**src/rtl/rgb_compare_pwm.sv**
```systemverilog
`default_nettype none
// ============================================================================
// Module      : rgb_compare_pwm
// Description : Clocked magnitude comparator driving an RGB LED.
//               The two switch operands are synchronised, the comparison
//               result is qualified for STABLE_CYCLES consecutive cycles
//               before it is committed, and the selected LED is
//               brightness-modulated by a free-running PWM.
//               Codes: 00 none, 01 GT (red), 10 EQ (green), 11 LT (blue).
// Build macro : CMP_SIGNED_EN - when defined, operands are compared as
//               two's-complement signed values; otherwise they are unsigned.
// Ports       : clk          - system clock, rising edge
//               rst          - asynchronous active-high reset
//               a, b         - WIDTH-bit operands from asynchronous switches
//               duty         - PWM_BITS brightness; LED on while pwm_cnt < duty
//               red/green/blue - registered, PWM-gated LED drives
//               cmp_code     - committed comparison code
//               result_valid - high once the first result has been committed
// Revision    : 1.0 - initial release
// ============================================================================
module rgb_compare_pwm #(
  parameter int WIDTH         = 8,
  parameter int PWM_BITS      = 4,
  parameter int STABLE_CYCLES = 16
) (
  input  logic                clk,
  input  logic                rst,
  input  logic [WIDTH-1:0]    a,
  input  logic [WIDTH-1:0]    b,
  input  logic [PWM_BITS-1:0] duty,
  output logic                red,
  output logic                green,
  output logic                blue,
  output logic [1:0]          cmp_code,
  output logic                result_valid
);

  localparam int c_cnt_w = $clog2(STABLE_CYCLES) + 1;

  localparam logic [c_cnt_w-1:0]  c_cnt_last = c_cnt_w'(STABLE_CYCLES - 1);
  localparam logic [c_cnt_w-1:0]  c_cnt_one  = c_cnt_w'(1);
  localparam logic [PWM_BITS-1:0] c_pwm_max  = '1;
  localparam logic [PWM_BITS-1:0] c_pwm_one  = PWM_BITS'(1);

  localparam logic [1:0] c_code_none = 2'b00;
  localparam logic [1:0] c_code_gt   = 2'b01;
  localparam logic [1:0] c_code_eq   = 2'b10;
  localparam logic [1:0] c_code_lt   = 2'b11;

  typedef enum logic [1:0] {
    S_IDLE     = 2'd0,
    S_SETTLING = 2'd1,
    S_LOCKED   = 2'd2
  } state_t;

  state_t               r_state;
  state_t               w_state_nxt;

  logic [WIDTH-1:0]     r_a_s1;
  logic [WIDTH-1:0]     r_a_s2;
  logic [WIDTH-1:0]     r_b_s1;
  logic [WIDTH-1:0]     r_b_s2;

  logic                 w_a_gt_b;
  logic                 w_a_lt_b;
  logic [1:0]           w_raw;

  logic [1:0]           r_cand;
  logic [1:0]           w_cand_nxt;
  logic [c_cnt_w-1:0]   r_cnt;
  logic [c_cnt_w-1:0]   w_cnt_nxt;
  logic [1:0]           r_committed;
  logic [1:0]           w_committed_nxt;
  logic                 r_valid;
  logic                 w_valid_nxt;

  logic [PWM_BITS-1:0]  r_pwm_cnt;
  logic [PWM_BITS-1:0]  r_duty_q;
  logic                 w_pwm_on;

  // --------------------------------------------------------------------------
  // Two-flop synchronisers on the switch inputs
  // --------------------------------------------------------------------------
  always_ff @(posedge clk or posedge rst) begin
    if (rst) begin
      r_a_s1 <= '0;
      r_a_s2 <= '0;
      r_b_s1 <= '0;
      r_b_s2 <= '0;
    end else begin
      r_a_s1 <= a;
      r_a_s2 <= r_a_s1;
      r_b_s1 <= b;
      r_b_s2 <= r_b_s1;
    end
  end

  // --------------------------------------------------------------------------
  // Raw comparison of the synchronised operands
  // --------------------------------------------------------------------------
`ifdef CMP_SIGNED_EN
  assign w_a_gt_b = $signed(r_a_s2) > $signed(r_b_s2);
  assign w_a_lt_b = $signed(r_a_s2) < $signed(r_b_s2);
`else
  assign w_a_gt_b = r_a_s2 > r_b_s2;
  assign w_a_lt_b = r_a_s2 < r_b_s2;
`endif

  // The raw code is never "none", so a freshly loaded candidate always
  // represents a real comparison outcome.
  always_comb begin
    w_raw = c_code_eq;
    if (w_a_gt_b) begin
      w_raw = c_code_gt;
    end else if (w_a_lt_b) begin
      w_raw = c_code_lt;
    end
  end

  // --------------------------------------------------------------------------
  // Stability filter FSM: state register
  // --------------------------------------------------------------------------
  always_ff @(posedge clk or posedge rst) begin
    if (rst) begin
      r_state     <= S_IDLE;
      r_cand      <= c_code_none;
      r_cnt       <= '0;
      r_committed <= c_code_none;
      r_valid     <= 1'b0;
    end else begin
      r_state     <= w_state_nxt;
      r_cand      <= w_cand_nxt;
      r_cnt       <= w_cnt_nxt;
      r_committed <= w_committed_nxt;
      r_valid     <= w_valid_nxt;
    end
  end

  // --------------------------------------------------------------------------
  // Stability filter FSM: next-state logic
  // The committed code is only replaced once a different raw code has been
  // seen on STABLE_CYCLES+1 consecutive edges, so bounce shorter than that
  // never disturbs the displayed result.
  // --------------------------------------------------------------------------
  always_comb begin
    w_state_nxt     = r_state;
    w_cand_nxt      = r_cand;
    w_cnt_nxt       = r_cnt;
    w_committed_nxt = r_committed;
    w_valid_nxt     = r_valid;
    case (r_state)
      S_IDLE: begin
        w_cand_nxt  = w_raw;
        w_cnt_nxt   = '0;
        w_state_nxt = S_SETTLING;
      end
      S_SETTLING: begin
        if (w_raw != r_cand) begin
          w_cand_nxt = w_raw;
          w_cnt_nxt  = '0;
        end else if (r_cnt == c_cnt_last) begin
          w_committed_nxt = r_cand;
          w_valid_nxt     = 1'b1;
          w_state_nxt     = S_LOCKED;
        end else begin
          w_cnt_nxt = r_cnt + c_cnt_one;
        end
      end
      S_LOCKED: begin
        // Committed code stays on display while the new one qualifies.
        if (w_raw != r_committed) begin
          w_cand_nxt  = w_raw;
          w_cnt_nxt   = '0;
          w_state_nxt = S_SETTLING;
        end
      end
      default: begin
        w_state_nxt = S_IDLE;
      end
    endcase
  end

  // --------------------------------------------------------------------------
  // PWM: duty is captured only on the wrap edge so a period is never cut short
  // or stretched by a mid-period duty change.
  // --------------------------------------------------------------------------
  always_ff @(posedge clk or posedge rst) begin
    if (rst) begin
      r_pwm_cnt <= '0;
      r_duty_q  <= '0;
    end else begin
      r_pwm_cnt <= r_pwm_cnt + c_pwm_one;
      if (r_pwm_cnt == c_pwm_max) begin
        r_duty_q <= duty;
      end
    end
  end

  assign w_pwm_on = r_pwm_cnt < r_duty_q;

  // --------------------------------------------------------------------------
  // LED drive registers; the committed code is one-hot across the LEDs, so at
  // most one LED can be lit.
  // --------------------------------------------------------------------------
  always_ff @(posedge clk or posedge rst) begin
    if (rst) begin
      red   <= 1'b0;
      green <= 1'b0;
      blue  <= 1'b0;
    end else begin
      red   <= (r_committed == c_code_gt) && w_pwm_on;
      green <= (r_committed == c_code_eq) && w_pwm_on;
      blue  <= (r_committed == c_code_lt) && w_pwm_on;
    end
  end

  assign cmp_code     = r_committed;
  assign result_valid = r_valid;

endmodule
`default_nettype wire
```
**config.mk**
```make
export PLATFORM = sky130hd
export DESIGN_NAME = rgb_compare_pwm
export DESIGN_NICKNAME = d
export VERILOG_FILES = /design/src/rtl/rgb_compare_pwm.sv
export SDC_FILE = /design/constraint.sdc
export NUM_CORES = 1
export LEC_CHECK = 0
export CELL_PAD_IN_SITES_DETAIL_PLACEMENT = 1
export CELL_PAD_IN_SITES_GLOBAL_PLACEMENT = 1
export CORE_UTILIZATION = 35
export CTS_CLUSTER_DIAMETER = 50
export DETAILED_ROUTE_END_ITERATION = 8
export PLACE_DENSITY = 0.64
export SYNTH_ARGS = -nofsm -noshare
export SYNTH_HDL_FRONTEND = slang
export SYNTH_SLANG_ARGS = --single-unit
```
**constraint.sdc**
```tcl
create_clock -name clk -period 2.6 [get_ports clk]
set_input_delay 0.52 -clock clk [delete_from_list [all_inputs] [get_ports clk]]
set_output_delay 0.52 -clock clk [all_outputs]
set_load 0.1 [all_outputs]
```
Run 1, the metal 3 layer:
Scale: 4 px per um. Cells faint in the background.
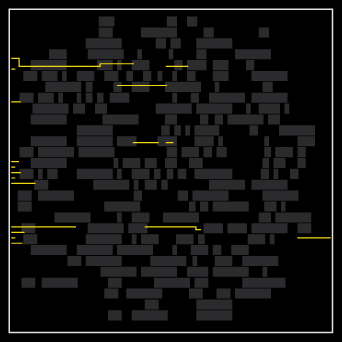
longest straight run: 20.2 um
wire length on this layer: 117 um
share of all routed wire: 3.2%

Run 1, cell classes on the final placement:
Scale: 3 px per um.
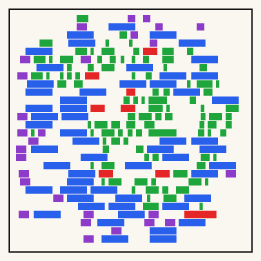
legend:
  green:
    class: all other logic
    cells: 101
  red:
    class: clock drivers and dummy loads
    cells: 8
  blue:
    class: flip-flops
    cells: 55
  purple:
    class: other buffers and delay cells
    cells: 28

==> results_dict.tcl, run 1 <==
# metrics dict for downstream scripts
set metrics [dict create \
    run_status "complete, no violations" \
    layout-area-overhead-vs-synth_pct 22.2 \
    worst_hold_endpoint "r_b_s2[2]$_DFF_PP0_" \
    grt_pass1_wl_mm 6.18 \
    route.vias.total 1238 \
    yosys_cells 156 \
    cts_resized 0 \
    postSynthRegisterBits 55 \
    clock_tree.buffer_depth 2 \
    crit_family "AND-OR/OR-AND gates" \
    maximum_number_of_pins_on_one_net_before_global_route_repair 56 \
    synth.cellmix.compoundShare_pct 9.42 \
    layout_worst_path_cycle_share_pct 90.4 \
    timing.fmax_ghz 0.425 \
    routed_via_density 4.64 \
    stdcell_area_sq_um 2630 \
    maxCapViolations 0 \
    detail_route.first_pass.iterations 5 \
    cts_tree "yes" \
    fp_util_pct 36.3 \
    place_congestion 0.755 \
    syn_inst 156 \
    power-per-cell-area_nw_per_um2 632 \
    detail-route-antenna-nets 0 \
    max_slew_headroom_pct 54.6 \
    clockRootBuffer "sky130_fd_sc_hd__clkbuf_8" \
    min_path_cells 0 \
    pin_count 28 \
    reg2regPathDepth 8 \
    post_synth_area_from_yosys_stat_sq_um 2150 \
    postSynthNetCount 192 \
    drc 0 \
    timing.critical_path.to "r_cnt[0]$_DFFE_PP0P_" \
    regToRegStartpoint "r_a_s2[1]$_DFF_PP0_" \
    netlist_top_cells_count "55 x sky130_fd_sc_hd__dfrtp_1, 17 x sky130_fd_sc_hd__inv_1, 14 x sky130_fd_sc_hd__ha_1" \
    yosysTopAreaCell "sky130_fd_sc_hd__dfrtp_1" \
    crit_path_end_kind "flip-flop" \
    cpMaxStageDelayCell "sky130_fd_sc_hd__o31ai_2" \
    floorplan.rows 28 \
    yosys_most_used_dff "sky130_fd_sc_hd__dfrtp_1" \
    track_usage_pct 12.8 \
    power.static_leakage_nw 1.24 \
    die_width_um 80.4 \
    critical_path_class "flip-flop to flip-flop" \
    cts-htree-levels 2 \
    antenna-diode-count 0 \
    yosysWarnings 0 \
    most_common_logic_cells_in_the_final_layout "55 x sky130_fd_sc_hd__dfrtp_1, 21 x sky130_fd_sc_hd__clkdlybuf4s50_1, 16 x sky130_fd_sc_hd__inv_1" \
    antenna_found_initial 0 \
    openroad.warnings 26 \
    chip_area_sq_um 6470 \
    core_area_sq_um 5920 \
    synth-simple-area-share_pct 10.2 \
    synth.area.mux_share_pct 4.53 \
    wire_per_inst_um 13.5 \
    synthMostInstantiatedCell "sky130_fd_sc_hd__dfrtp_1" \
    cp_max_fo 6 \
    cts_post_setup_buffers_inserted 0 \
    critPathMaxStageDelay_ps 440 \
    synth-xor-area-share_pct 0.814 \
    cts_hold_buffers 0 \
    worstHoldPathType "flip-flop to flip-flop" \
    cts.clk_slew.worst_paths_ps 100 \
    final_core_density_pct 44.4 \
    irDropWorstVdd_mv 0.296 \
    die_height_um 80.4 \
    worst_pin_slew_ps 681 \
    ys_sh_adder_pct 8.14 \
    hpwl_mm 2.70 \
    worst_ep_required_time_ps 2790 \
    r2r_setup_slack_ps 250 \
    critPathLaunchType "flip-flop" \
    unrepaired_setup_endpoints_after_global_routing "false" \
    synth-edff-count 0 \
    report.final.setup_viol 0 \
    via_count_of_the_first_global_routing_pass 1306 \
    crit_cells 8 \
    synth-async-reset-ratio_pct 100 \
    top_logic_kind "simple AND/OR/NAND/NOR gates" \
    worstPathArrival_ps 2540 \
    routed_wirelength_mm 3.61 \
]
Run 1, the clock network:
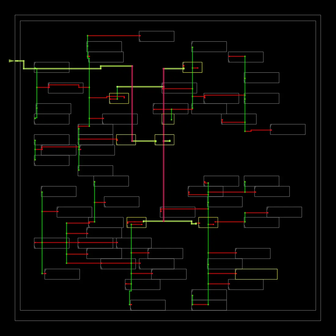
number of clock sinks: 55
setup clock skew after layout: 8.05 ps
Worst-Skew Late Latency: 310 ps
count of sequential standard cells: 55
total clock network power: 0.000590 W

[run 1: metal layers]
metal  GRT usage (%)  part of all wire, %
met4            4.82                  1.6
met2            21.9                   53
met5               0                    0
met1            15.0                   42
met3            3.98                  3.2
[run 1: through the flow]
stage / setup slack (ps) / instances / hold WS [ps] / total power [W]
after global routing: 58.0 / 267 / 364 / 0.00174
final: 249 / 267 / 356 / 0.00166
after detailed placement: 249 / 259 / 336 / 0.00109
after global placement: 377 / 259 / 333 / 0.00108
after floorplan: 473 / 156 / 331 / 0.00103
after CTS: 236 / 267 / 360 / 0.00169
[run 1: sequential cells by signal (all words and copies together), names as in the netlist]
register / flops
result_valid: 1
r_b_s1: 8
red: 1
r_b_s2: 8
r_pwm_cnt: 4
r_a_s1: 8
r_state: 2
cmp_code: 2
r_cand: 2
r_cnt: 5
r_duty_q: 4
blue: 1
r_a_s2: 8
green: 1
[run 1: cell type report]
cell class | instances | area (sq um) | area share, %
inverter | 17 | 63.8 | 2.43
sequential | 55 | 1380 | 52.3
timing repair buffer | 28 | 263 | 9.99
clock buffer | 6 | 82.6 | 3.14
multi-input combinational | 84 | 712 | 27.1
clock inverter | 2 | 38.8 | 1.47
tap | 75 | 93.8 | 3.57
[run 1: logic make-up after synthesis]
kind of cell	after synthesis
and+or+nand+nor	36
buffers and inverters	17
xor gates and xnor gates	2
DFF	55
muxes	8
adders and majority gates	14
AOI/OAI and AO/OA	24
[run 1: power by group]
group          internal, W  total, W  switching, W
clock network     0.000317  0.000590      0.000273
logic            0.0000784  0.000151     0.0000722
registers         0.000896  0.000922     0.0000252
total              0.00129   0.00166      0.000370
[run 1: worst register-to-register path, delay by kind of cell, from the launching register on]
kind	cells	cell delay, ps
fa+ha+maj	1	310
flops	1	380
mux	1	280
compound gates	2	640
simple gates	4	630
==> run 2: changes to the inputs <==
Settings changed: CAP_MARGIN set to 20.
Run 2, the metal 3 layer:
Scale: 4 px per um. Cells faint in the background.
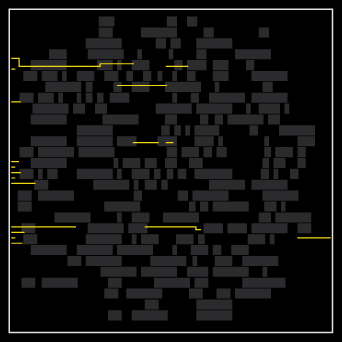
main direction: horizontal
share of all routed wire: 3.2%
nets with wire on the layer: 14

Run 2, clock distribution:
Scale: 6 px per um.
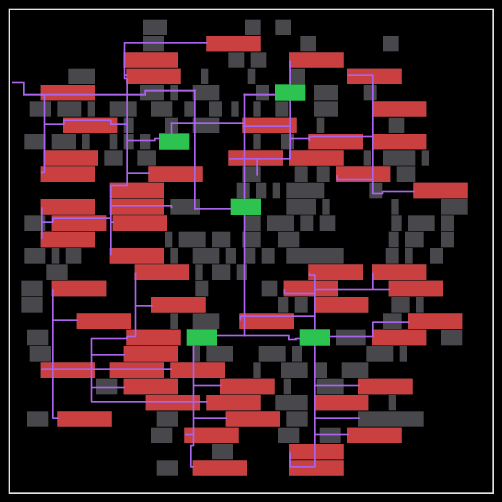
legend:
  red:
    item: flip-flops
    count: 55
  green:
    item: cells driving clock nets
    count: 5
  purple:
    item: clock wires
    length: 617 um
routed clock nets: 6
flops lie: all over the die

==> run 2 against run 1 <==
Compared with the run above: sequential power hardly changed; sequential share of layout area unchanged; core utilization unchanged; via count did not move; non-clock buffer count unchanged; combinational power hardly changed; fmax unchanged; critical path type unchanged; critical endpoint unchanged; largest power group unchanged; highest routed layer unchanged.
==> results_dict.tcl, run 2 <==
# metrics dict for downstream scripts
set metrics [dict create \
    run_status "complete, no violations" \
    layout-area-overhead-vs-synth_pct 22.2 \
    track_usage_pct 12.8 \
    dr.max_layer_used "met4" \
    synth.area.mux_share_pct 4.53 \
    worst_ep_required_time_ps 2790 \
    postSynthRegisterBits 55 \
    unrepaired_setup_endpoints_after_global_routing "false" \
    power.static_leakage_nw 1.24 \
    worst_pin_slew_ps 681 \
    route.vias.total 1238 \
    synth-async-reset-ratio_pct 100 \
    cts_post_setup_buffers_inserted 0 \
    detail-route-antenna-nets 0 \
    syn_inst 156 \
    synth-xor-area-share_pct 0.814 \
    synth-edff-count 0 \
    maximum_number_of_pins_on_one_net_before_global_route_repair 56 \
    cp_max_fo 6 \
    synth-simple-area-share_pct 10.2 \
    cts.clk_slew.worst_paths_ps 100 \
    finalPower_w 0.00166 \
    irDropWorstVdd_mv 0.296 \
    clock.latency.late_pin_ps 310 \
    worstPathArrival_ps 2540 \
    antenna-diode-count 0 \
    yosys_most_used_dff "sky130_fd_sc_hd__dfrtp_1" \
    detail_route.first_pass.iterations 5 \
    clock_tree.buffer_depth 2 \
    netlist_top_cells_count "55 x sky130_fd_sc_hd__dfrtp_1, 17 x sky130_fd_sc_hd__inv_1, 14 x sky130_fd_sc_hd__ha_1" \
    die_height_um 80.4 \
    core_area_sq_um 5920 \
    cts.sinks 55 \
    timing.fmax_ghz 0.425 \
    crit_path_end_kind "flip-flop" \
    synth.cellmix.compoundShare_pct 9.42 \
    die_width_um 80.4 \
    multiInputGateArea_sq_um 712 \
    final_core_density_pct 44.4 \
    floorplan.rows 28 \
    hpwl_mm 2.70 \
    regArea_sq_um 1380 \
    cts_hold_buffers 0 \
    min_path_cells 0 \
    via_count_of_the_first_global_routing_pass 1306 \
    critical_path_class "flip-flop to flip-flop" \
    grt_pass1_wl_mm 6.18 \
    worstHoldPathType "flip-flop to flip-flop" \
    critPathMaxStageDelay_ps 440 \
    power-per-cell-area_nw_per_um2 632 \
    cpMaxStageDelayCell "sky130_fd_sc_hd__o31ai_2" \
    reg2regPathDepth 8 \
    place_congestion 0.755 \
    drc 0 \
    ys_sh_adder_pct 8.14 \
    openroad.warnings 26 \
    cts_tree "yes" \
    critPathLaunchType "flip-flop" \
    layout_worst_path_cycle_share_pct 90.4 \
    finClkSkew_ps 8.05 \
    cts-htree-levels 2 \
    postSynthNetCount 192 \
    wire_per_inst_um 13.5 \
    crit_cells 8 \
    detailroute.wirelength.met2_mm 1.91 \
    yosys_cells 156 \
    antenna_found_initial 0 \
    report.final.setup_viol 0 \
    detail_route.wirelength.met1_mm 1.52 \
]
[run 2: final timing paths]
path,from,endpoint,slack [ps]
max in group asynchronous,rst,red$_DFF_PP0_,1420
setup / recovery,r_a_s2[1]$_DFF_PP0_,r_cnt[0]$_DFFE_PP0P_,250
hold / removal,r_b_s1[2]$_DFF_PP0_,r_b_s2[2]$_DFF_PP0_,360
setup reg to reg,r_a_s2[1]$_DFF_PP0_,r_cnt[0]$_DFFE_PP0P_,250
hold reg to reg,r_b_s1[2]$_DFF_PP0_,r_b_s2[2]$_DFF_PP0_,360
min in group asynchronous,rst,r_b_s1[7]$_DFF_PP0_,710
[run 2: logic make-up after synthesis]
| group | count (synthesis) |
|---|---|
| muxes | 8 |
| buffers and inverters | 17 |
| AOI/OAI and AO/OA | 24 |
| DFF | 55 |
| adders and majority gates | 14 |
| and+or+nand+nor | 36 |
| xor gates and xnor gates | 2 |
[run 2: per-stage QoR]
stage                     area, sq um  cells  hold slack (ps)  setup slack, ps
after floorplan                  2150    156              331              473
after global placement           2510    259              333              377
after detailed placement         2510    259              336              249
after CTS                        2630    267              360              236
after global routing             2630    267              364             58.0
final                            2630    267              356              249
[run 2: layout make-up]
class / count / share of cell area [%]
Sequential cell: 55 / 52.3
Clock buffer: 6 / 3.14
Timing Repair Buffer: 28 / 9.99
Tap cell: 75 / 3.57
Inverter: 17 / 2.43
Multi-Input combinational cell: 84 / 27.1
Clock inverter: 2 / 1.47
[run 2: metal layers]
metal,up-vias,global-route usage [%]
met4,0,4.82
met1,614,15.0
met3,6,3.98
li1,600,-
met2,18,21.9
met5,-,0
[run 2: report_power, final]
group / total [W] / switching [W] / internal, W
Sequential: 0.000922 / 0.0000252 / 0.000896
Combinational: 0.000151 / 0.0000722 / 0.0000784
Clock: 0.000590 / 0.000273 / 0.000317
Power is estimated from default activity; no workload was simulated.
